$ cat src/rtl/rotary_register_editor.sv
// Bank of NUM_REGS encoder-editable registers with SELECT/EDIT modes and a host write port.
// Optional feature: define SATURATE_EN to clamp edits at 0 / all-ones instead of wrapping.
module rotary_register_editor #(
    parameter int WIDTH    = 16,
    parameter int NUM_REGS = 4,
    parameter int IDX_W    = 2,
    parameter int STEP     = 1
) (
    input  logic                      clk,
    input  logic                      rst,
    input  logic                      right,
    input  logic                      left,
    input  logic                      down,
    input  logic                      wr_en,
    input  logic [IDX_W-1:0]          wr_idx,
    input  logic [WIDTH-1:0]          wr_data,
    output logic [IDX_W-1:0]          sel_idx,
    output logic [WIDTH-1:0]          sel_value,
    output logic                      edit_mode,
    output logic                      changed,
    output logic [NUM_REGS*WIDTH-1:0] regs_flat
);

    typedef enum logic {
        ST_SELECT = 1'b0,
        ST_EDIT   = 1'b1
    } state_t;

    localparam logic [WIDTH-1:0] STEP_V   = WIDTH'(STEP);
    localparam logic [IDX_W-1:0] LAST_IDX = IDX_W'(NUM_REGS - 1);

    state_t             state_q, state_d;
    logic [IDX_W-1:0]   sel_idx_q, sel_idx_d;
    logic [WIDTH-1:0]   regs_q [NUM_REGS];
    logic [WIDTH-1:0]   regs_d [NUM_REGS];
    logic               changed_q, changed_d;

    logic               rot_r_s;
    logic               rot_l_s;
    logic [31:0]        wr_idx_ext_s;
    logic               wr_hit_s;
    logic               wr_same_s;
    logic [WIDTH-1:0]   cur_val_s;
    logic [WIDTH-1:0]   edit_val_s;
    logic               rot_edit_s;

    function automatic logic [WIDTH-1:0] step_up(input logic [WIDTH-1:0] v);
`ifdef SATURATE_EN
        logic [WIDTH:0] sum;
        sum = {1'b0, v} + {1'b0, STEP_V};
        if (sum[WIDTH]) begin
            step_up = {WIDTH{1'b1}};
        end else begin
            step_up = sum[WIDTH-1:0];
        end
`else
        step_up = v + STEP_V;
`endif
    endfunction

    function automatic logic [WIDTH-1:0] step_down(input logic [WIDTH-1:0] v);
`ifdef SATURATE_EN
        if (v < STEP_V) begin
            step_down = {WIDTH{1'b0}};
        end else begin
            step_down = v - STEP_V;
        end
`else
        step_down = v - STEP_V;
`endif
    endfunction

    // A press always wins over rotation; opposing rotations cancel.
    assign rot_r_s      = right & ~left & ~down;
    assign rot_l_s      = left & ~right & ~down;
    assign wr_idx_ext_s = 32'(wr_idx);
    assign wr_hit_s     = wr_en & (wr_idx_ext_s < 32'(NUM_REGS));
    assign wr_same_s    = wr_hit_s & (wr_idx == sel_idx_q);
    assign cur_val_s    = regs_q[sel_idx_q];

    // Next-state, index, bank and change-pulse logic.
    always_comb begin
        state_d     = state_q;
        sel_idx_d   = sel_idx_q;
        regs_d      = regs_q;
        changed_d   = 1'b0;
        edit_val_s  = cur_val_s;
        rot_edit_s  = 1'b0;

        case (state_q)
            ST_SELECT: begin
                if (down) begin
                    state_d = ST_EDIT;
                end else if (rot_r_s) begin
                    sel_idx_d = (sel_idx_q == LAST_IDX) ? {IDX_W{1'b0}} : sel_idx_q + IDX_W'(1);
                end else if (rot_l_s) begin
                    sel_idx_d = (sel_idx_q == {IDX_W{1'b0}}) ? LAST_IDX : sel_idx_q - IDX_W'(1);
                end else begin
                    sel_idx_d = sel_idx_q;
                end
            end
            ST_EDIT: begin
                if (down) begin
                    state_d = ST_SELECT;
                end else if (rot_r_s) begin
                    edit_val_s = step_up(cur_val_s);
                end else if (rot_l_s) begin
                    edit_val_s = step_down(cur_val_s);
                end else begin
                    edit_val_s = cur_val_s;
                end
                rot_edit_s = (edit_val_s != cur_val_s);
            end
            default: begin
                state_d = ST_SELECT;
            end
        endcase

        // A host write to the register being edited drops the rotation step.
        if (rot_edit_s && !wr_same_s) begin
            regs_d[sel_idx_q] = edit_val_s;
            changed_d         = 1'b1;
        end else begin
            changed_d = 1'b0;
        end

        for (int i = 0; i < NUM_REGS; i++) begin
            if (wr_hit_s && (wr_idx == IDX_W'(i))) begin
                regs_d[i] = wr_data;
            end else begin
                regs_d[i] = regs_d[i];
            end
        end
    end

    // State, index, bank and change-pulse registers.
    always_ff @(posedge clk or posedge rst) begin
        if (rst) begin
            state_q   <= ST_SELECT;
            sel_idx_q <= {IDX_W{1'b0}};
            changed_q <= 1'b0;
            for (int i = 0; i < NUM_REGS; i++) begin
                regs_q[i] <= {WIDTH{1'b0}};
            end
        end else begin
            state_q   <= state_d;
            sel_idx_q <= sel_idx_d;
            changed_q <= changed_d;
            for (int i = 0; i < NUM_REGS; i++) begin
                regs_q[i] <= regs_d[i];
            end
        end
    end

    for (genvar g = 0; g < NUM_REGS; g++) begin : g_flat
        assign regs_flat[g*WIDTH +: WIDTH] = regs_q[g];
    end

    assign sel_idx   = sel_idx_q;
    assign sel_value = regs_q[sel_idx_q];
    assign edit_mode = (state_q == ST_EDIT);
    assign changed   = changed_q;

endmodule

$ cat config.mk
export PLATFORM = sky130hd
export DESIGN_NAME = rotary_register_editor
export DESIGN_NICKNAME = d
export VERILOG_FILES = /design/src/rtl/rotary_register_editor.sv
export SDC_FILE = /design/constraint.sdc
export NUM_CORES = 1
export LEC_CHECK = 0
export CORE_MARGIN = 2
export CORE_UTILIZATION = 47
export CTS_BUF_LIST = sky130_fd_sc_hd__clkbuf_8
export CTS_CLUSTER_DIAMETER = 200
export DETAILED_ROUTE_END_ITERATION = 8
export GPL_ROUTABILITY_DRIVEN = 0
export HOLD_SLACK_MARGIN = 0.08
export PLACE_DENSITY = 0.89
export REMOVE_ABC_BUFFERS = 1
export SETUP_SLACK_MARGIN = 0.4
export SYNTH_ARGS = -nofsm -noshare
export SYNTH_HDL_FRONTEND = slang
export SYNTH_SLANG_ARGS = --single-unit
$ cat constraint.sdc
create_clock -name clk -period 2.55 [get_ports clk]
set_input_delay 0.51 -clock clk [delete_from_list [all_inputs] [get_ports clk]]
set_output_delay 0.51 -clock clk [all_outputs]
set_load 0.01 [all_outputs]
==> summary.txt <==
The flow completed. Slack of the critical path landed at -0.663 ns. STA classifies the critical path endpoint as a register. The critical path goes through buf_6, mux4_2, buf_4, nand3_1, buf_4, nor3_1, nor2_1, mux2_2, nand3_1, nand3_1. The synthesized design spends more area on one cell type than any other, namely dfrtp_1. Depth of the most critical reg-to-reg path landed at 10. For this run, the slowest stage of the critical path takes between 0.6 and 0.7 ns.

Die boundary height landed at 101 um. Post-route clock skew landed at 0.00852 ns. Number of synthesized register bits landed at 68. The initial antenna violation count is 1. TritonRoute reported its final design rule violation total as 58.

Counting instances in the post-synthesis netlist gives the leading cell types as 68 x dfrtp_1, 63 x o21ai_0, 53 x a21oi_1. Post-layout total power landed at 0.0111 W. Total iterations of the first detailed-routing run landed at 9. For reference, the mux area share after synthesis is 10.6%. At the worst endpoint, the required time is ~2.8 ns.

Adder and majority gate portion of the synthesized area landed at 1.71%. The setup path with the least slack is of type register to register. Maximum ir drop on the vdd rail landed at 716 uV. Final critical-path share of the clock period landed at 126%.

Yosys mapped a number of flops with a built-in enable equal to 0. In this run, the synthesized area fraction spent on and/or/nand/nor cells is recorded as 22.0%. Clock buffer count from CTS landed at 9. Per STA, the endpoint of the critical path is regs_flat[8]$_DFFE_PP0P_. The chip occupies 10,100 um2. Synthesized netlist cell count landed at roughly 480.

Among the stages of the critical path, the cell type that occurs most often is nand3_1. In the synthesized netlist, the dominant kind of combinational cell is simple AND/OR/NAND/NOR gates. The later pin in the worst-skew pair is clocked with a latency of 0.37 ns.

After Yosys synthesis, XOR and XNOR cells account for between 3 and 4% of the synthesized area. The run finished, with violations left. Among all flip-flop cells after synthesis, the most frequent one is dfrtp_1.

After global routing the overflow that remains totals 0. The checks that failed: DRC, setup timing. The script extracted a total leakage power of 3.05 nW.

Register-to-register setup slack landed at -0.66 ns. Count of nets left with antenna violations after detail routing landed at 0. The launch point of the critical path was reported as sel_idx[0]$_DFFE_PP0P_. In this run the deepest clock path goes through 2 buffers. The floorplan step defined a core boundary enclosing 9150 um2. From the final report, the count of setup violators was given as 61. Number of hold violations in the final report landed at 0.
==> cell type report <==
type,count,area [um2],share of cell area (%)
clock buffers,9,124,1.71
clock inverters,7,115,1.58
inverters,6,22.5,0.310
multi-input cells,379,2980,41.0
flip-flops and latches,68,1700,23.4
well taps,111,139,1.91
repair buffers,232,2180,30.0
==> stage by stage <==
step,instance area (um2),utilization [%],setup TNS [ns]
final,7260,79.4,-13.75
after global placement,6090,66.5,-2.04
after CTS,6810,74.4,-2.82
after global routing,7260,79.4,-15.40
after floorplan,4240,-,-26.41
after detailed placement,6090,66.5,-7.31
==> cell families (layout without fill, tap and decap cells) <==
group / count (synthesis) / after routing
AOI/OAI and AO/OA: 156 / 156
buffers and inverters: 35 / 254
adders and majority gates: 6 / 6
muxes: 24 / 24
xor gates and xnor gates: 16 / 16
DFF: 68 / 68
and+or+nand+nor: 177 / 177
==> routing by layer <==
metal  track usage, %  up-vias  wire (um)
met1             49.7     2796       7440
met4             28.1        2       2870
met5                0        -         12
li1                 -     2192          -
met2             61.0      842      10200
met3             12.5      349       3860
==> where the power goes <==
part	leakage [nW]	internal [W]	switching (W)
Sequential	0.843	0.00151	0.000522
Combinational	2.09	0.00394	0.00404
Clock	0.115	0.000646	0.000486
Total	3.05	0.00609	0.00505
==> state kept, by name, summed over array words and instances, names as in the netlist <==
| register | cells |
|---|---|
| changed | 1 |
| edit_mode | 1 |
| regs_flat | 64 |
| sel_idx | 2 |
==> critical path: cells and delay by family, from the launching register on <==
family	cells	cell delay [ns]
buffers and inverters	3	0.61
flip-flops	1	0.47
multiplexers	2	1.09
AND/OR/NAND/NOR	5	0.93
M1 wires:
Drawn at 3 px/um.
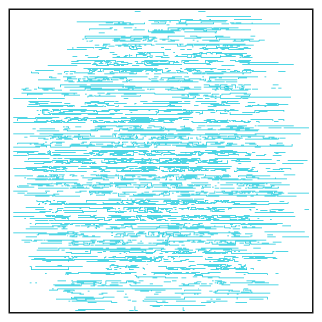
main direction = horizontal
share of all routed wire = 31%
met1 track demand over resource in global routing: 49.7%
total detailed-routing wirelength: 24,300 um
via count: 6,181

Gate families picked out:
Drawn at 3 px/um.
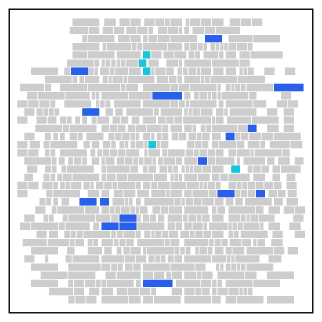
blue -> XOR/XNOR gates  # cells 16, most used xnor2_2
cyan -> AND-OR and OR-AND gates  # cells 5, most used a21o_1, where top middle
logic share of the area: 41.0%
final cell count without fillers: 812
most frequent logic cell in the layout: buf_4

Sequential cells grouped by signal name:
Drawn at 4 px/um. Other sequential cells in the stronger gray, the rest of the logic in the fainter gray.
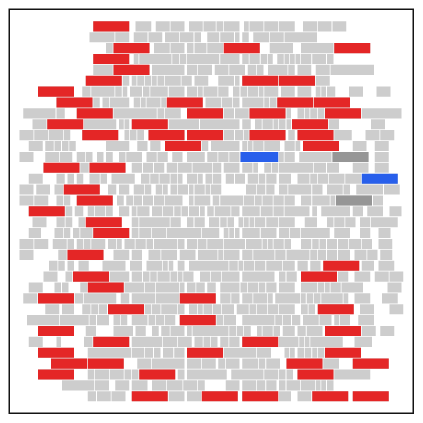
blue -> sel_idx  # flops 2
red -> regs_flat  # flops 64, where spread over the die
not colored = 2

Track usage over the die:
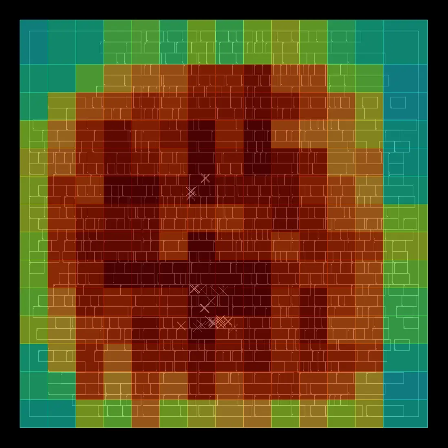
layer carrying the most global-route usage: met2
GR Layer Usage met3: 12.5%
met2 usage: 61.0%
Global Route Usage Sum: 40.5%

Zoomed window:
Region (63, 63) to (88, 88) um. Cells in gray, sequential cells in the stronger gray; small squares are vias.
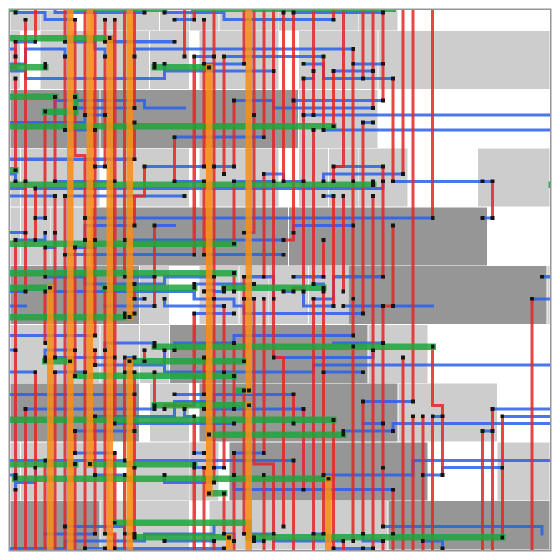
red -> met2
orange -> met4
blue -> met1
green -> met3
cells with their middle in the window = 44
most frequent = dfrtp_1 (10), nand2_1 (7), o21ai_0 (5)
sequential cells in the window = 10
netlist names of flops here include = regs_flat (9), changed (1)

Power figures rest on the tool's default switching activity, not on a simulated workload.
